[config.mk]
export PLATFORM = sky130hd
export DESIGN_NAME = reg_file_sb
export DESIGN_NICKNAME = d
export VERILOG_FILES = /design/src/rtl/reg_file_sb.sv
export SDC_FILE = /design/constraint.sdc
export NUM_CORES = 2
export LEC_CHECK = 0
export ABC_AREA = 1
export CORE_MARGIN = 10
export CORE_UTILIZATION = 50
export CTS_BUF_LIST = sky130_fd_sc_hd__clkbuf_4 sky130_fd_sc_hd__clkbuf_8
export DETAILED_ROUTE_END_ITERATION = 10
export PLACE_DENSITY = 0.67
export REMOVE_ABC_BUFFERS = 1
export SYNTH_ARGS = -nofsm -noshare
export SYNTH_HDL_FRONTEND = slang
export SYNTH_SLANG_ARGS = --single-unit
[constraint.sdc]
create_clock -name Clk -period 1.49 [get_ports Clk]
set_input_delay 0.298 -clock Clk [delete_from_list [all_inputs] [get_ports Clk]]
set_output_delay 0.298 -clock Clk [all_outputs]
set_load 0.01 [all_outputs]
[src/rtl/reg_file_sb.sv]
// 2-read/1-write register file with a per-register pending (scoreboard) bit.
// Define REGFILE_BYPASS_EN for write-through forwarding of Din to the read ports.
module reg_file_sb #(
  parameter int DATA_W = 32,
  parameter int DEPTH  = 32,
  parameter int ADDR_W = 5
) (
  input  logic              Clk,
  input  logic              Rst_n,
  input  logic [ADDR_W-1:0] Ard1,
  input  logic [ADDR_W-1:0] Ard2,
  output logic [DATA_W-1:0] Dout1,
  output logic [DATA_W-1:0] Dout2,
  output logic              Busy1,
  output logic              Busy2,
  input  logic [ADDR_W-1:0] Awr,
  input  logic [DATA_W-1:0] Din,
  input  logic              WrEn,
  input  logic [ADDR_W-1:0] Arsv,
  input  logic              RsvEn
);

  logic [DATA_W-1:0] mem [DEPTH];
  logic [DEPTH-1:0]  pending;
  logic              wr_ok;
  logic              rsv_ok;
  logic [DATA_W-1:0] rd1, rd2;
  logic              pend1, pend2;

  // Register 0 and addresses beyond DEPTH are not writable and read as zero.
  function automatic logic addr_valid(input logic [ADDR_W-1:0] a);
    return (a != '0) && (int'(a) < DEPTH);
  endfunction

  assign wr_ok  = WrEn  && addr_valid(Awr);
  assign rsv_ok = RsvEn && addr_valid(Arsv);

  // NOTE: the array is reset element by element; this makes it flops, not RAM,
  // which is required because reset must clear every register asynchronously.
  always_ff @(posedge Clk or negedge Rst_n) begin
    if (!Rst_n) begin
      for (int i = 0; i < DEPTH; i++) mem[i] <= '0;
      pending <= '0;
    end else begin
      for (int i = 1; i < DEPTH; i++) begin
        if (wr_ok && Awr == ADDR_W'(i)) mem[i] <= Din;
        // A new producer reserving the same register supersedes the writeback.
        if (rsv_ok && Arsv == ADDR_W'(i))
          pending[i] <= 1'b1;
        else if (wr_ok && Awr == ADDR_W'(i))
          pending[i] <= 1'b0;
      end
    end
  end

  // NOTE: defaults first in always_comb so no path leaves an output unassigned (no latch).
  always_comb begin
    rd1   = '0;
    rd2   = '0;
    pend1 = 1'b0;
    pend2 = 1'b0;
    if (addr_valid(Ard1)) begin
      rd1   = mem[Ard1];
      pend1 = pending[Ard1];
    end
    if (addr_valid(Ard2)) begin
      rd2   = mem[Ard2];
      pend2 = pending[Ard2];
    end
  end

`ifdef REGFILE_BYPASS_EN
  logic fwd1, fwd2, fwd_busy;

  // Forwarding is gated by reset so outputs stay zero while Rst_n is low.
  assign fwd1     = Rst_n && wr_ok && (Ard1 == Awr);
  assign fwd2     = Rst_n && wr_ok && (Ard2 == Awr);
  assign fwd_busy = rsv_ok && (Arsv == Awr);

  assign Dout1 = fwd1 ? Din      : rd1;
  assign Dout2 = fwd2 ? Din      : rd2;
  assign Busy1 = fwd1 ? fwd_busy : pend1;
  assign Busy2 = fwd2 ? fwd_busy : pend2;
`else
  assign Dout1 = rd1;
  assign Dout2 = rd2;
  assign Busy1 = pend1;
  assign Busy2 = pend2;
`endif

endmodule
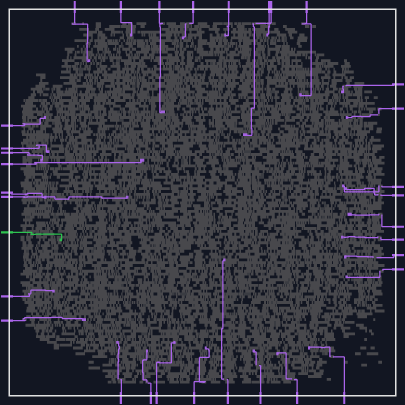
**Above:** wires at chosen ports, followed through buffers.
| port | colour | bits | direction | end cells | buffers | wire |
|---|---|---|---|---|---|---|
| Busy1 | green | 1 | output | 1 | 1 | 58.0 um |
| Dout2 | purple | 32 | output | 32 | 32 | 2060 um |
number of port buffers: 121
ports placed on the boundary: 122

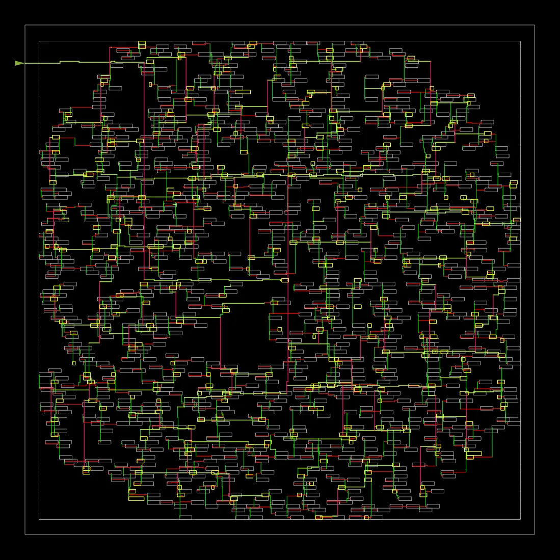
**Above:** the clock network.
Clock Buffer Count: 290
number of buffers added by the clock tree synthesis step: 184
number of sinks on the clock net: 1023
sequential cell count: 1023

==> per-stage QoR <==
step,instances,instance area [um^2],utilization (%)
2_1_floorplan,8504,56900,-
3_3_place_gp,11092,70400,58.6
3_5_place_dp,11092,70400,58.6
4_1_cts,11498,75500,62.9
5_1_grt,11550,76700,63.8
6_report,11554,76700,63.8
==> flip-flops by register name, indices dropped and copies added (netlist names) <==
register / cells
pending: 31
mem: 992
==> tightest hold or removal path: stages <==
cell	delay [ns]
clkdlybuf4s50_1	0.43
inv_1	0.13
o21ai_0	0.10
==> final cells by class <==
type                    count  area [um^2]  share of cell area [%]
clock inverters            38          414                   0.540
inverters                 895         3410                    4.45
multi-input cells        6586        29200                    38.1
clock buffers             290         3650                    4.76
flip-flops and latches   1023        25600                    33.4
repair buffers           1102        12400                    16.1
well taps                1612         2020                    2.63
diodes                      8         20.0                  0.0261
==> timing repair <==
action / 4_1_cts / 5_1_grt
hold buffers: 3 / 0
setup endpoints to repair: 66 / 71
pin swaps: 236 / 291
setup buffers: 75 / 70
endpoints found under the hold margin: 1025 / 0
gates resized: 520 / 279
==> how the worst min path moves through the flow <==
stage,slack [ns],end,cells past startpoint,startpoint
CTS,0.008,mem[496],3,Rst_n
global route,0.08,mem[151],3,Rst_n
detailed placement,0.17,mem[186],1,Rst_n
floorplan,0.002,mem[0],0,Rst_n
global placement,0.17,mem[250],1,Rst_n
finish,0.09,mem[170],3,Din[10]
==> cells in the final DEF, fill, tap and decap left out, types with 19 or more instances in the layout <==
master           instances
nand2_2                138
clkbuf_4                55
clkinv_2                19
buf_4                  653
buf_12                 292
buf_6                   88
a21oi_1                171
nand2_1               3791
inv_2                  148
inv_1                  740
o21ai_1                 43
o21ai_0                951
dfrtp_1               1022
clkbuf_8               235
o21a_1                  31
nand3_1               1094
nand3_2                121
clkdlybuf4s50_1         44
nor2_1                 181
nand2_4                 29
nor2_4                  20
==> logic make-up after synthesis <==
family | Yosys count | share of synthesized area, %
buf+inv | 1627 | 11.6
compound gates | 1207 | 10.1
flops | 1023 | 42.3
simple gates | 5379 | 36.0
==> metal layers <==
metal / global-route usage, % / vias to the layer above / wire [um]
met2: 53.5 / 4266 / 105000
met4: 19.5 / 0 / 14700
met5: 0 / - / 0
met3: 9.12 / 949 / 30700
met1: 45.4 / 30366 / 94200
li1: - / 29959 / -
==> power by group through the flow <==
stage                     logic [W]  clock network (W)  registers (W)
after floorplan              0.0124                  0         0.0366
after global placement       0.0215                  0         0.0374
after detailed placement     0.0220                  0         0.0376
after CTS                    0.0231             0.0298         0.0373
after global routing         0.0273             0.0310         0.0381
final                        0.0244             0.0295         0.0374
==> qor.log <==
qor: placed_design.dpl.hpwl 156000 um
qor: setup_path.critical_path.endpoint_type primary output
qor: placed_design.dpl_worst_slack -1.02 ns
qor: setup_path.reg2reg_depth 11
qor: flow_run.max_cap_violations 0
qor: setup_path.crit_cells 9
qor: setup_path.cell_type_with_the_highest_occurrence_count_on_the_critical_path nand3_2
qor: grt.globalRouteTotalUtil 35.2%
qor: clocking.cell_at_the_root_of_the_clock_tree clkbuf_8
qor: layout.final.fill_count 10639
qor: sta.timing_hold_violations_final 0
qor: setup_path.worstSetupStartpointType register
qor: power_and_ir_drop.combPwrFrac 26.7%
qor: placed_design.routabilityCongestion 0.932
qor: setup_path.worstPathRequired 1.19 ns
qor: synth.ys_seq_share 42.3%
qor: synth.netlist_instances 9236
qor: power_and_ir_drop.leakagePower 39.1 nW
qor: power_and_ir_drop.power_density 1190 nW/um^2
qor: power_and_ir_drop.cellInternalPower 0.0607 W
qor: synth.yosys.cell_types.count 23
qor: die.fp_util 50.4%
qor: setup_path.critical_path.max_fanout 2
qor: hold_path.holdCritPathClass input pin to register
qor: layout.nets 9848
qor: setup_path.reg2reg_from mem[715]
qor: sta.finClkSkew 0 ns
qor: synth.synth_dominant_cell_count nand2_1
qor: setup_path.setup.worst_path.start mem[21]
qor: grt.number_of_global_route_vias_before_repair 62837
qor: setup_path.worstReg2RegEnd mem[715]
qor: sta.setup_total_negative_slack -57.69 ns
qor: sta.report.final.setup_viol 67
qor: setup_path.crit_path_cell_chain inv_2, nand2_1, nand3_2, nand3_2, nand3_2, nand2_1, nand2_2, nand2_4, buf_6
qor: synth.yosys-stat-cells 9236
qor: synth.async_reset_ff_share 100%
qor: power_and_ir_drop.proportion_of_power_drawn_by_flip_flops_and_latches 41.0%
qor: drt.iteration_count_of_the_initial_detailed_routing_pass 7
qor: synth.topCellsByArea dfrtp_1 (42%), nand2_1 (25%), nand3_1 (10%)
qor: power_and_ir_drop.p_total 0.0913 W
qor: grt.overflow 0
qor: synth.flop_cell dfrtp_1
qor: grt.antenna_found_initial 3
qor: status.violations negative setup slack
qor: drt.routed_wire_length_per_instance 21.2 um
qor: power_and_ir_drop.power.switching_fraction 33.6%
qor: grt.grt_max_degree 58
qor: clocking.worstSkewPairLatency 0.92 ns
qor: sta.min_period_over_period 168%
qor: die.floorplan.core_area 120000 um^2
qor: layout.flow.area_growth_from_synthesis 26.7%
qor: setup_path.critPathBufInv 2
qor: grt.wire_length_of_the_first_global_routing_pass 373000 um
qor: setup_path.critical_path.endpoint Dout1[21]
qor: drt.drt-vias-per-instance 5.67
qor: setup_path.crit_type register to primary output
qor: flow_run.openroad.warnings 31
qor: sta.worst_slack -1.01 ns
qor: power_and_ir_drop.net-switching-power 0.0306 W
qor: sta.finalMaxSlewViolations 0
qor: die.floorplan.die.height 368 um
qor: drt.route.final.wire_length 245000 um
qor: drt.drcViolationCount 0
qor: die.die-area 135000 um^2
qor: synth.top_area_cell dfrtp_1
qor: drt.antenna_violating_nets_post_route 0
qor: clocking.h-tree-depth 4
qor: clocking.cts.clk_slew.worst_paths 0.06 ns
qor: synth.synth.ff_latch_count 1023
qor: layout.final_layout_size_suffix_gt1_share 18.7%
qor: drt.route.vias.total 65540
qor: sta.whs 0.0859 ns
qor: status.run_status finished with violations
qor: die.die-width 368 um
qor: clocking.cts_buffer_depth 3
qor: synth.syn_area_per_cell 6.56 um^2
qor: sta.worst-slew-pin-transition 0.670 ns
qor: die.fp-row-count 127
qor: setup_path.reg2reg_slack -0.09 ns
qor: clocking.tritoncts built
qor: setup_path.critical_path.slowest_cell dfrtp_1
qor: sta.max-slew-margin-rel 55.3%
qor: sta.grt_setup_unrepaired true
qor: synth.enable_flop_cells 0
qor: drt.drtIter0Drc 8134
qor: synth.post_synth_most_frequent_cells nand2_1 (3954), nand3_1 (1215), dfrtp_1 (1023)
qor: power_and_ir_drop.ir_drop 1.02 mV
qor: synth.top_cell_area_share 42.3%
qor: power_and_ir_drop.clock_power_share 32.3%
qor: setup_path.delay_heaviest_family_cp simple AND/OR/NAND/NOR gates
qor: setup_path.crit_arrival 2.20 ns
qor: setup_path.timing.critical_path.slowest_cell_delay 0.40 ns
qor: sta.period_minus_slack 2.50 ns
qor: synth.synth.cell_area 60500 um^2
qor: synth.yosys_warnings 33
qor: sta.max_freq 0.400 GHz
qor: synth.yosys.stat.chipArea 60500 um^2
No activity file was given, so power comes from the tool's default toggle rates.
